==> images/route_heat.png <==
Scale: 1.5 px per um. The die is cut into 17 by 21 equal tiles; dark purple is low, yellow is high, scaled to the fullest tile. Values are wire area over tile area, all layers added.
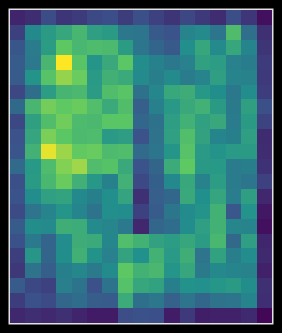
==> images/layers.png <==
Scale: 2 px per um. Only two layers are drawn.
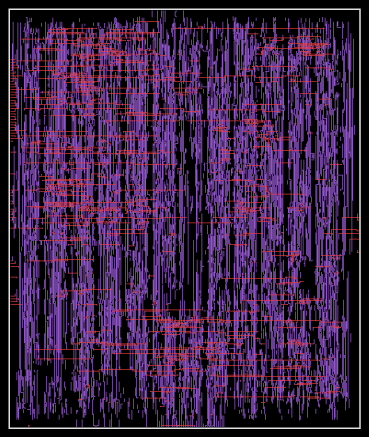
==> images/placed.png <==
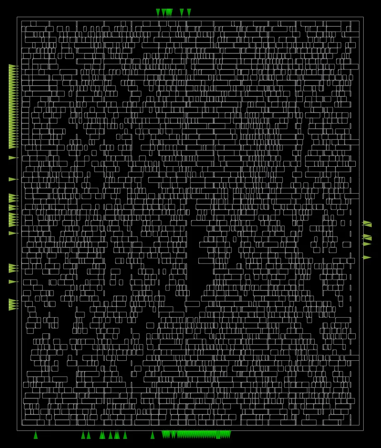
==> images/gates.png <==
Scale: 2 px per um.
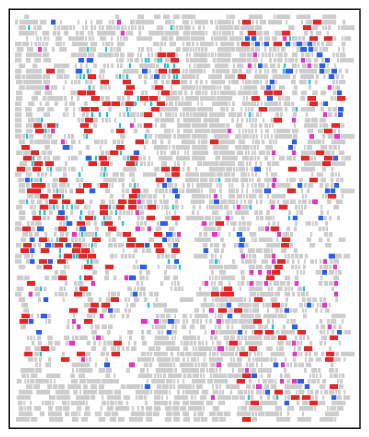
==> images/closeup.png <==
Window x 72 to 102, y 89 to 119 um. Cells in gray, sequential cells in the stronger gray; small squares are vias.
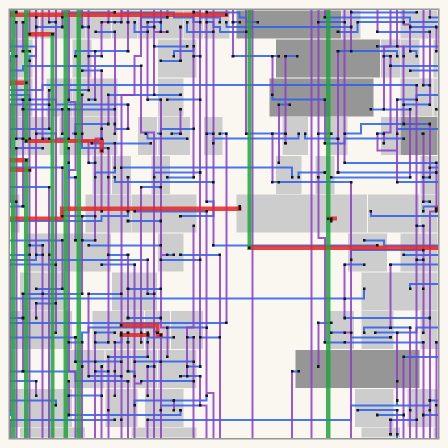
===== src/rtl/alu_pkg.sv =====
// alu_pkg: shared op encodings, FSM states and flag bundle for the sequential ALU
package alu_pkg;
  typedef enum logic [2:0] {
    ALU_AND = 3'b000,
    ALU_OR  = 3'b001,
    ALU_ADD = 3'b010,
    ALU_SUB = 3'b011,
    ALU_XOR = 3'b100,
    ALU_SLT = 3'b101,
    ALU_SLL = 3'b110,
    ALU_MUL = 3'b111
  } alop_t;
  typedef enum logic [1:0] {
    IDLE = 2'd0,
    MUL  = 2'd1,
    DONE = 2'd2
  } state_t;
  typedef struct packed {
    logic z;
    logic n;
    logic c;
    logic v;
  } flags_t;
endpackage


===== src/rtl/seq_nbit_alu_if.sv =====
// seq_nbit_alu_if: operand/result valid-ready bus between producer and the ALU
interface seq_nbit_alu_if
  import alu_pkg::*;
#(
  parameter int W = 32
);
  logic         in_valid;
  logic         in_ready;
  logic [W-1:0] a;
  logic [W-1:0] b;
  logic         c_in;
  alop_t        alop;
  logic         out_valid;
  logic         out_ready;
  logic [W-1:0] result;
  logic         flag_z;
  logic         flag_n;
  logic         flag_c;
  logic         flag_v;
  modport master (
    output in_valid, a, b, c_in, alop, out_ready,
    input  in_ready, out_valid, result, flag_z, flag_n, flag_c, flag_v
  );
  modport slave (
    input  in_valid, a, b, c_in, alop, out_ready,
    output in_ready, out_valid, result, flag_z, flag_n, flag_c, flag_v
  );
endinterface


===== src/rtl/shift_add_mul.sv =====
// shift_add_mul: iterative W-cycle shift-add unsigned multiplier
module shift_add_mul #(
  parameter int W = 32
) (
  input  logic           clk,
  input  logic           rst_n,
  input  logic           start,
  input  logic [W-1:0]   a,
  input  logic [W-1:0]   b,
  output logic           done,
  output logic [2*W-1:0] product
);
  localparam int SHW = $clog2(W);
  logic [W-1:0]   mcand_q, mcand_d;
  logic [W-1:0]   mplier_q, mplier_d;
  logic [2*W-1:0] acc_q, acc_d;
  logic [SHW-1:0] cnt_q, cnt_d;
  logic           busy_q, busy_d;
  logic [2*W-1:0] addend;
  assign addend  = mplier_q[0] ? ({{W{1'b0}}, mcand_q} << cnt_q) : '0;
  assign product = acc_q + addend;
  assign done    = busy_q && (cnt_q == SHW'(W - 1));
  always_comb begin
    mcand_d  = mcand_q;
    mplier_d = mplier_q;
    acc_d    = acc_q;
    cnt_d    = cnt_q;
    busy_d   = busy_q;
    if (start) begin
      mcand_d  = a;
      mplier_d = b;
      acc_d    = '0;
      cnt_d    = '0;
      busy_d   = 1'b1;
    end else if (busy_q) begin
      acc_d    = product;
      mplier_d = mplier_q >> 1;
      cnt_d    = cnt_q + 1'b1;
      busy_d   = !done;
    end
  end
  always_ff @(posedge clk) begin
    if (!rst_n) begin
      mcand_q  <= '0;
      mplier_q <= '0;
      acc_q    <= '0;
      cnt_q    <= '0;
      busy_q   <= 1'b0;
    end else begin
      mcand_q  <= mcand_d;
      mplier_q <= mplier_d;
      acc_q    <= acc_d;
      cnt_q    <= cnt_d;
      busy_q   <= busy_d;
    end
  end
endmodule


===== src/rtl/seq_nbit_alu.sv =====
// seq_nbit_alu: registered valid/ready ALU with flags, barrel shift and iterative multiply
module seq_nbit_alu
  import alu_pkg::*;
#(
  parameter int W   = 32,
  parameter int SHW = $clog2(W)
) (
  input  logic clk,
  input  logic rst_n,
  seq_nbit_alu_if.slave bus
);
  state_t         state_q, state_d;
  logic [W-1:0]   result_q, result_d;
  flags_t         flags_q, flags_d;
  logic           is_sub, is_arith;
  logic [W-1:0]   bb, alu_r;
  logic [W:0]     sum;
  logic           alu_c, alu_v;
  logic           mul_start, mul_done;
  logic [2*W-1:0] product;
  assign mul_start = (state_q == IDLE) && bus.in_valid && (bus.alop == ALU_MUL);
  shift_add_mul #(.W(W)) u_mul (
    .clk     (clk),
    .rst_n   (rst_n),
    .start   (mul_start),
    .a       (bus.a),
    .b       (bus.b),
    .done    (mul_done),
    .product (product)
  );
  always_comb begin
    is_sub   = bus.alop == ALU_SUB;
    is_arith = is_sub || (bus.alop == ALU_ADD);
    bb       = is_sub ? ~bus.b : bus.b;
    sum      = {1'b0, bus.a} + {1'b0, bb} + {{W{1'b0}}, is_sub ? 1'b1 : bus.c_in};
    alu_c    = is_arith && sum[W];
    alu_v    = is_arith && (bus.a[W-1] == bb[W-1]) && (sum[W-1] != bus.a[W-1]);
    alu_r    = '0;
    case (bus.alop)
      ALU_AND: alu_r = bus.a & bus.b;
      ALU_OR:  alu_r = bus.a | bus.b;
      ALU_ADD: alu_r = sum[W-1:0];
      ALU_SUB: alu_r = sum[W-1:0];
      ALU_XOR: alu_r = bus.a ^ bus.b;
      ALU_SLT: alu_r = {{(W-1){1'b0}}, $signed(bus.a) < $signed(bus.b)};
      ALU_SLL: alu_r = bus.a << bus.b[SHW-1:0];
      ALU_MUL: alu_r = '0;
    endcase
  end
  always_comb begin
    state_d  = state_q;
    result_d = result_q;
    flags_d  = flags_q;
    case (state_q)
      IDLE: if (bus.in_valid) begin
        if (bus.alop == ALU_MUL) state_d = MUL;
        else begin
          result_d = alu_r;
          flags_d  = '{z: alu_r == '0, n: alu_r[W-1], c: alu_c, v: alu_v};
          state_d  = DONE;
        end
      end
      MUL: if (mul_done) begin
        result_d = product[W-1:0];
        flags_d  = '{z: product[W-1:0] == '0, n: product[W-1], c: |product[2*W-1:W], v: 1'b0};
        state_d  = DONE;
      end
      DONE: state_d = bus.out_ready ? IDLE : DONE;
      default: state_d = IDLE;
    endcase
  end
  always_ff @(posedge clk) begin
    if (!rst_n) begin
      state_q  <= IDLE;
      result_q <= '0;
      flags_q  <= '0;
    end else begin
      state_q  <= state_d;
      result_q <= result_d;
      flags_q  <= flags_d;
    end
  end
  assign bus.in_ready  = state_q == IDLE;
  assign bus.out_valid = state_q == DONE;
  assign bus.result    = result_q;
  assign bus.flag_z    = flags_q.z;
  assign bus.flag_n    = flags_q.n;
  assign bus.flag_c    = flags_q.c;
  assign bus.flag_v    = flags_q.v;
endmodule


===== src/flat_wrapper.sv =====
// flat-port wrapper written by rule: the top's interface ports become plain ports
module seq_nbit_alu_flat import alu_pkg::*;
#(
  parameter int W   = 32,
  parameter int SHW = $clog2(W)
)
  (clk, rst_n, bus_in_valid, bus_a, bus_b, bus_c_in, bus_alop, bus_out_ready, bus_in_ready, bus_out_valid, bus_result, bus_flag_z, bus_flag_n, bus_flag_c, bus_flag_v);
  seq_nbit_alu_if #(.W(W)) bus_i ();
  input  logic clk;
  input  logic rst_n;
  input wire logic [$bits(bus_i.in_valid)-1:0] bus_in_valid;
  input wire logic [$bits(bus_i.a)-1:0] bus_a;
  input wire logic [$bits(bus_i.b)-1:0] bus_b;
  input wire logic [$bits(bus_i.c_in)-1:0] bus_c_in;
  input wire logic [$bits(bus_i.alop)-1:0] bus_alop;
  input wire logic [$bits(bus_i.out_ready)-1:0] bus_out_ready;
  output wire logic [$bits(bus_i.in_ready)-1:0] bus_in_ready;
  output wire logic [$bits(bus_i.out_valid)-1:0] bus_out_valid;
  output wire logic [$bits(bus_i.result)-1:0] bus_result;
  output wire logic [$bits(bus_i.flag_z)-1:0] bus_flag_z;
  output wire logic [$bits(bus_i.flag_n)-1:0] bus_flag_n;
  output wire logic [$bits(bus_i.flag_c)-1:0] bus_flag_c;
  output wire logic [$bits(bus_i.flag_v)-1:0] bus_flag_v;
  assign bus_i.in_valid = bus_in_valid;
  assign bus_i.a = bus_a;
  assign bus_i.b = bus_b;
  assign bus_i.c_in = bus_c_in;
  assign bus_i.alop = bus_alop;
  assign bus_i.out_ready = bus_out_ready;
  assign bus_in_ready = bus_i.in_ready;
  assign bus_out_valid = bus_i.out_valid;
  assign bus_result = bus_i.result;
  assign bus_flag_z = bus_i.flag_z;
  assign bus_flag_n = bus_i.flag_n;
  assign bus_flag_c = bus_i.flag_c;
  assign bus_flag_v = bus_i.flag_v;
  seq_nbit_alu #(.W(W), .SHW(SHW)) u_core (.clk(clk), .rst_n(rst_n), .bus(bus_i));
endmodule

===== config.mk =====
export PLATFORM = sky130hd
export DESIGN_NAME = seq_nbit_alu_flat
export DESIGN_NICKNAME = d
export VERILOG_FILES = /design/src/rtl/alu_pkg.sv /design/src/rtl/seq_nbit_alu_if.sv /design/src/rtl/shift_add_mul.sv /design/src/rtl/seq_nbit_alu.sv /design/src/flat_wrapper.sv
export SDC_FILE = /design/constraint.sdc
export NUM_CORES = 1
export LEC_CHECK = 0
export CORE_ASPECT_RATIO = 1.2
export CORE_MARGIN = 2
export CORE_UTILIZATION = 55
export CTS_CLUSTER_DIAMETER = 40
export DETAILED_ROUTE_END_ITERATION = 10
export PLACE_DENSITY_LB_ADDON = 0.15
export RECOVER_POWER = 50
export SLEW_MARGIN = 20
export SYNTH_ARGS = -nofsm -noshare
export SYNTH_HDL_FRONTEND = slang
export SYNTH_SLANG_ARGS = --single-unit

===== constraint.sdc =====
create_clock -name clk -period 8.5 [get_ports clk]
set_input_delay 1.7 -clock clk [delete_from_list [all_inputs] [get_ports clk]]
set_output_delay 1.7 -clock clk [all_outputs]
set_load 0.01 [all_outputs]

==> impl_report.txt <==
IMPLEMENTATION SUMMARY REPORT
----------------------------------------------------
[Global routing]
  All-layer global routing usage ........................ 0.411
  Maximum number of pins on one net before global-route repair ........................ 98
  Global-route met1 utilization ........................ 0.445
  Initial antenna violation count ........................ 0
  Global routing met3 resource utilization ........................ 0.0673
  Most Crowded Layer GR ........................ met2

[Pwr]
  Worst vdd rail ir drop ........................ 0.000148 V
  Clk pwr ........................ 0.000797 W
  Leakage power figure ........................ 8.27 nW
  Clock group share of total power ........................ 0.334
  Pint ........................ 0.00153 W
  Power dissipated in combinational cells ........................ 0.000739 W
  Sequential Power Share ........................ 0.357
  Power drawn by the sequential cells ........................ 0.000854 W

[Synthesis]
  Post-Synth XOR/XNOR Area ........................ 0.0547
  Number of distinct library cells after synthesis ........................ 83
  Simple share ........................ 0.192
  Commonest cells in the netlist ........................ 288 x sky130_fd_sc_hd__a21oi_1, 284 x sky130_fd_sc_hd__nor2_1, 275 x sky130_fd_sc_hd__nand2_1
  Largest cells by area after synthesis ........................ sky130_fd_sc_hd__dfxtp_1 18%, sky130_fd_sc_hd__ha_1 13%, sky130_fd_sc_hd__a21oi_1 7.5%
  Number of cells produced by synthesis ........................ 2,557
  Post-synthesis area per instance ........................ 7.51 um^2
  Nets at Floorplan ........................ 2,825
  Main flop type after synthesis ........................ sky130_fd_sc_hd__dfxtp_1
  Sequential fraction of the synthesis area ........................ 0.178
  Synthesis-stage register bit count ........................ 171
  Synthesized-area fraction occupied by adder cells ........................ 0.129
  Flip-flops with a built-in enable ........................ 0
  Summed instance area of the synthesized netlist ........................ 0.0192 mm^2
  Most repeated cell in the gate-level netlist after synthesis ........................ sky130_fd_sc_hd__a21oi_1

[Floorplan]
  Area of the placeable core ........................ 0.0347 mm^2
  Number of placed I/O pins ........................ 110

[Finish]
  Non-clock inverters ........................ 99
  Clock buffer instance count of the final layout ........................ 20
  Growth of design area from synthesis to finish ........................ 9.33%
  Sequential cell count ........................ 171
  Share of cells above drive strength 1 ........................ 0.0643
  Share of cell area taken by multi-input logic gates ........................ 0.701
  Combined flip-flop and latch cell area ........................ 0.00343 mm^2
  Most instantiated logic cell after routing ........................ sky130_fd_sc_hd__a21oi_1
  Non-clock buffer share ........................ 0.0623
  Count of antenna diodes in the layout ........................ 0
  Final non-filler cell total ........................ 3,014
  Final-layout clock-cell area share ........................ 0.0278
  Largest contributor to cell area by class ........................ logic gates

[Setup path]
  Gate family responsible for the most delay along the worst path ........................ buffers and inverters
  Timing startpoint of the critical path ........................ bus_alop[0]
  Cell at the slowest stage of the critical path ........................ sky130_fd_sc_hd__clkbuf_1
  Chain of cells forming the critical path ........................ dlygate4sd3_1 > clkbuf_1 > and3_1 > nand3_4 > clkbuf_1 > nor2_1 > a211oi_1
  Worst-path maximum fanout ........................ 97
  Combined buffer and inverter count along the critical path ........................ 3
  Kind of launch point of the worst setup path ........................ primary input
  Crit Path Category ........................ in2reg
  Required time of the critical path ........................ 8.83 ns

[Timing]
  Worst slew margin relative to its limit ........................ -1.73
  Actual transition at the worst max-transition pin ........................ 4.09 ns
  Worst Clk Skew ........................ 0.0133 ns
  Final count of pins violating max slew ........................ 180
  Final-report setup violation count ........................ 0

[Clock network]
  Count of cells resized by post-cts repair ........................ 0
  CTS H-tree depth ........................ 4
  Cell at the root of the clock tree ........................ sky130_fd_sc_hd__clkbuf_16
  TritonCTS clock tree ........................ yes
  Clock slew at reported path FFs ........................ 0.07 ns
  Clk latency late pin ........................ 0.46 ns
  Maximum root-to-sink buffer count ........................ 2
  Number of buffers inserted for hold repair after clock tree synthesis ........................ 0
  Number of CTS-inserted buffers ........................ 17

[Drt]
  Via/cell ratio ........................ 6.69
  Detailed router's first-iteration violation count ........................ 2,154
  Detailed Routing Iterations Pass 1 ........................ 7
  Highest routed layer ........................ met4
  Number of remaining DRC errors ........................ 0

[Outcome]
  Violations in the final reports ........................ capacitance limit, slew limit
  Run status ........................ finished with violations

[Placement]
  Placed Instance Area ........................ 0.0204 mm^2
  Detailed-placement wirelength estimate ........................ 60,100 um
  Placed cell count ........................ 2,982
  Placement-stage worst setup slack ........................ 2.10 ns

[Flow run]
  Max_cap viols ........................ 3
  OpenROAD warnings ........................ 91

[Worst hold path]
  Hold Startpoint ........................ u_core.bus.result[27]

----------------------------------------------------
## Picture notes: route_heat.png
The densest ninth of the die: left middle. 0.30% of the tiles are nearly empty. The fullest tile reaches 0.81. The mean over all tiles is 0.36.
routed via count: 20.2k
aggregate routed wire length: 76,800 um

## Picture notes: layers.png
M2: shown in purple, wire length 36.9 mm. M3: shown in red, wire length 5,270 um.

## Picture notes: placed.png
Fill cells: 3,231
Rows: 75
Tap Count: 462
Layout Utilization: 0.605
fraction of area in registers: 0.163

## Picture notes: gates.png
non-inverting ao/oa cells: shown in blue, cells 99, where all over the die. and/or cells: shown in magenta, cells 78, where all over the die. fa/ha/maj cells: shown in red, cells 196, where all over the die. inv cells: shown in cyan, cells 99.

## Picture notes: closeup.png
M3: shown in red. M4: shown in green. M1: shown in blue. M2: shown in purple.
Sequential cells in the window: 4. Netlist names of flops here include `u_core.u_mul.mcand_q` (3), `u_core.u_mul.busy_q` (1). 65 logic cells have their middle in the window. Most frequent: a21oi_1 (11), nand2_1 (10), o21ai_0 (5).

==> registers in the layout, indices dropped and copies added, names as in the netlist <==
register / flops
u_core.bus.flag_c: 1
u_core.bus.flag_n: 1
u_core.bus.flag_v: 1
u_core.bus.flag_z: 1
u_core.bus.result: 31
u_core.state_q: 2
u_core.u_mul.acc_q: 64
u_core.u_mul.busy_q: 1
u_core.u_mul.cnt_q: 5
u_core.u_mul.mcand_q: 32
u_core.u_mul.mplier_q: 32
==> worst paths after layout <==
| check | to | slack, ns | cells after the start |
|---|---|---|---|
| min reg2reg | u_core.bus.result[27] | 0.45 | 2 |
| max reg2reg | u_core.bus.flag_c | 1.87 | 19 |
| max | u_core.u_mul.mplier_q[28] | 1.70 | 7 |
| min | u_core.bus.result[27] | 0.45 | 2 |
Power and IR drop assume default switching activity.
